File: config.mk
export PLATFORM = sky130hd
export DESIGN_NAME = multicycle_controller
export DESIGN_NICKNAME = d
export VERILOG_FILES = /design/src/rtl/multicycle_controller.sv
export SDC_FILE = /design/constraint.sdc
export NUM_CORES = 1
export LEC_CHECK = 0
export ABC_AREA = 1
export CORE_UTILIZATION = 35
export CTS_BUF_LIST = sky130_fd_sc_hd__clkbuf_4
export DETAILED_ROUTE_END_ITERATION = 8
export PLACE_DENSITY = 0.59
export SYNTH_ARGS = -nofsm -noshare
export SYNTH_HDL_FRONTEND = slang
export SYNTH_SLANG_ARGS = --single-unit
File: constraint.sdc
create_clock -name clk -period 1.65 [get_ports clk]
set_input_delay 0.33 -clock clk [delete_from_list [all_inputs] [get_ports clk]]
set_output_delay 0.33 -clock clk [all_outputs]
set_load 0.03 [all_outputs]
File: src/rtl/multicycle_controller.sv
// Main control FSM for the multicycle RV32I core: sequences fetch, decode,
// execute, memory and writeback over one memory port, ALU and register file.
`timescale 1ns/1ps
module multicycle_controller (
  input  logic        clk,
  input  logic        rst,
  input  logic [6:0]  op,
  input  logic [2:0]  funct3,
  input  logic        funct7b5,
  input  logic        Zero,
  input  logic        mem_ready,
  output logic        mem_req,
  output logic        MemWrite,
  output logic        AdrSrc,
  output logic        IRWrite,
  output logic        PCWrite,
  output logic        RegWrite,
  output logic [1:0]  ResultSrc,
  output logic [1:0]  ALUSrcA,
  output logic [1:0]  ALUSrcB,
  output logic [2:0]  ALUControl,
  output logic [1:0]  ImmSrc,
  output logic        illegal,
  output logic [31:0] instret
);

  localparam logic [6:0] OP_LW  = 7'b0000011;
  localparam logic [6:0] OP_SW  = 7'b0100011;
  localparam logic [6:0] OP_R   = 7'b0110011;
  localparam logic [6:0] OP_I   = 7'b0010011;
  localparam logic [6:0] OP_BR  = 7'b1100011;
  localparam logic [6:0] OP_JAL = 7'b1101111;

  localparam logic [2:0] ALU_ADD = 3'b000;
  localparam logic [2:0] ALU_SUB = 3'b001;
  localparam logic [2:0] ALU_AND = 3'b010;
  localparam logic [2:0] ALU_OR  = 3'b011;
  localparam logic [2:0] ALU_SLT = 3'b101;

  typedef enum logic [3:0] {
    FETCH, DECODE, MEMADR, MEMREAD, MEMWB, MEMWRITE,
    EXECUTER, EXECUTEI, ALUWB, BRANCH, JAL, TRAP
  } state_t;

  state_t      state_q, state_d;
  logic [31:0] instret_q;
  logic        retire;

  always_comb begin
    state_d    = state_q;
    mem_req    = 1'b0;
    MemWrite   = 1'b0;
    AdrSrc     = 1'b0;
    IRWrite    = 1'b0;
    PCWrite    = 1'b0;
    RegWrite   = 1'b0;
    ResultSrc  = 2'b00;
    ALUSrcA    = 2'b00;
    ALUSrcB    = 2'b00;
    ALUControl = ALU_ADD;
    ImmSrc     = 2'b00;
    illegal    = 1'b0;

    case (op)
      OP_SW:   ImmSrc = 2'b01;
      OP_BR:   ImmSrc = 2'b10;
      OP_JAL:  ImmSrc = 2'b11;
      default: ImmSrc = 2'b00;
    endcase

    unique case (state_q)
      FETCH: begin
        mem_req   = 1'b1;
        ALUSrcB   = 2'b10;
        ResultSrc = 2'b10;
        IRWrite   = mem_ready;
        PCWrite   = mem_ready;
        if (mem_ready) state_d = DECODE;
      end
      DECODE: begin
        ALUSrcA = 2'b01;
        ALUSrcB = 2'b01;
        case (op)
          OP_LW, OP_SW: state_d = MEMADR;
          OP_R:         state_d = EXECUTER;
          OP_I:         state_d = EXECUTEI;
          OP_BR:        state_d = BRANCH;
          OP_JAL:       state_d = JAL;
          default:      state_d = TRAP;
        endcase
      end
      MEMADR: begin
        ALUSrcA = 2'b10;
        ALUSrcB = 2'b01;
        state_d = (op == OP_SW) ? MEMWRITE : MEMREAD;
      end
      MEMREAD: begin
        mem_req = 1'b1;
        AdrSrc  = 1'b1;
        if (mem_ready) state_d = MEMWB;
      end
      MEMWB: begin
        ResultSrc = 2'b01;
        RegWrite  = 1'b1;
        state_d   = FETCH;
      end
      MEMWRITE: begin
        mem_req  = 1'b1;
        MemWrite = 1'b1;
        AdrSrc   = 1'b1;
        if (mem_ready) state_d = FETCH;
      end
      EXECUTER, EXECUTEI: begin
        ALUSrcA = 2'b10;
        ALUSrcB = (state_q == EXECUTEI) ? 2'b01 : 2'b00;
        state_d = ALUWB;
        // addi never subtracts, whatever imm[10] happens to be
        case (funct3)
          3'b000:  ALUControl = (state_q == EXECUTER && funct7b5)
                                ? ALU_SUB : ALU_ADD;
          3'b010:  ALUControl = ALU_SLT;
          3'b110:  ALUControl = ALU_OR;
          3'b111:  ALUControl = ALU_AND;
          default: state_d = TRAP;
        endcase
      end
      ALUWB: begin
        RegWrite = 1'b1;
        state_d  = FETCH;
      end
      BRANCH: begin
        ALUSrcA    = 2'b10;
        ALUControl = ALU_SUB;
        state_d    = FETCH;
        case (funct3)
          3'b000:  PCWrite = Zero;
          3'b001:  PCWrite = !Zero;
          default: state_d = TRAP;
        endcase
      end
      JAL: begin
        ALUSrcA = 2'b01;
        ALUSrcB = 2'b10;
        PCWrite = 1'b1;
        state_d = ALUWB;
      end
      TRAP: illegal = 1'b1;
      default: state_d = FETCH;
    endcase

    if (rst) begin
      mem_req    = 1'b0;
      MemWrite   = 1'b0;
      AdrSrc     = 1'b0;
      IRWrite    = 1'b0;
      PCWrite    = 1'b0;
      RegWrite   = 1'b0;
      ResultSrc  = 2'b00;
      ALUSrcA    = 2'b00;
      ALUSrcB    = 2'b00;
      ALUControl = ALU_ADD;
      ImmSrc     = 2'b00;
      illegal    = 1'b0;
    end
  end

  // Every terminal state returns to FETCH; TRAP and FETCH itself never do.
  assign retire  = (state_q != FETCH) && (state_d == FETCH);
  assign instret = instret_q;

  always_ff @(posedge clk or posedge rst) begin
    if (rst) begin
      state_q   <= FETCH;
      instret_q <= 32'd0;
    end else begin
      state_q <= state_d;
      if (retire) instret_q <= instret_q + 32'd1;
    end
  end

endmodule

==> images/met1.png <==
Bar = 20 µm. Cells faint in the background.
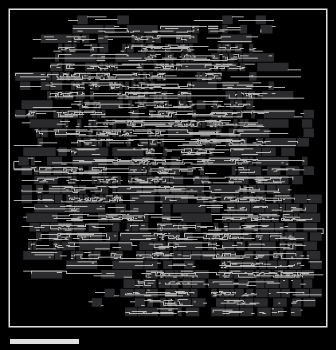
longest straight run: 31.3 µm
nets with wire on the layer: 545

==> images/met2.png <==
Cells faint in the background.
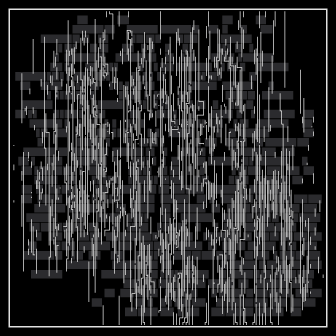
share of all routed wire: 49%
longest straight run: 47.9 µm

==> images/met3.png <==
Bar = 20 µm. Cells faint in the background.
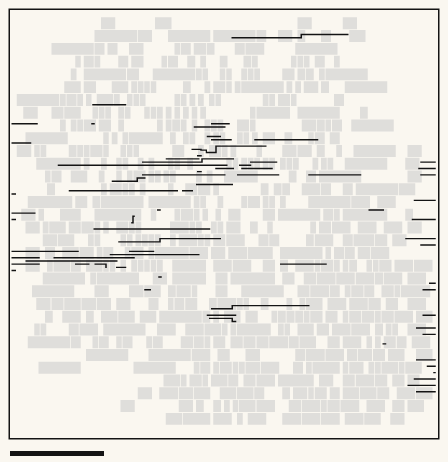
nets with wire on the layer: 61
share of all routed wire: 5.0%
wire length on this layer: 506 µm
longest straight run: 35.9 µm
main direction: horizontal

==> flow_summary.json <==
{
  "layout-drive-gt1-share": 0.389,
  "skew_ps": 17.7,
  "postRouteAntennaNets": 0,
  "cp_num_buf_inv": 4,
  "grtUsageMet3": 0.0318,
  "yosys_most_used_dff": "dfrtp_1",
  "gp_congestion": 0.876,
  "netlist_area_mm2": 0.00279,
  "ctsHoldBuffers": 0,
  "violations": "negative setup slack",
  "powerClk_uw": 497,
  "seq_cell_power_uw": 882,
  "fin_ws_ps": -389,
  "worstHoldStart": "op[6]",
  "p_per_area_mw_per_mm2": 322,
  "synthesis.instances": 452,
  "grt_overflow": 0,
  "yosysMostFrequentCell": "nand2_1",
  "peakVddDrop_mv": 0.218,
  "pre_cts_slack_ps": -425,
  "grt_max_degree": 37,
  "crit_family": "buffers and inverters",
  "status": "finished with violations",
  "viasPerCell": 4.98,
  "wl_per_cell_um": 14.8,
  "synthesis.nets": 468,
  "highest_layer": "met4",
  "final_cell_mix": "149 x nand2_1, 55 x nor2_1, 52 x buf_4",
  "setup_viol": 49,
  "critical_path.endpoint_type": "output pin",
  "ys.flops": 36,
  "cts_tree": "built",
  "area.growth.synth_to_final_pct": 69.5,
  "route.detailed.drc": 0,
  "fin_util": 0.612,
  "synthArstFlopShare": 1.00,
  "cts.htree.levels": 2,
  "seq_power_share": 0.581
}
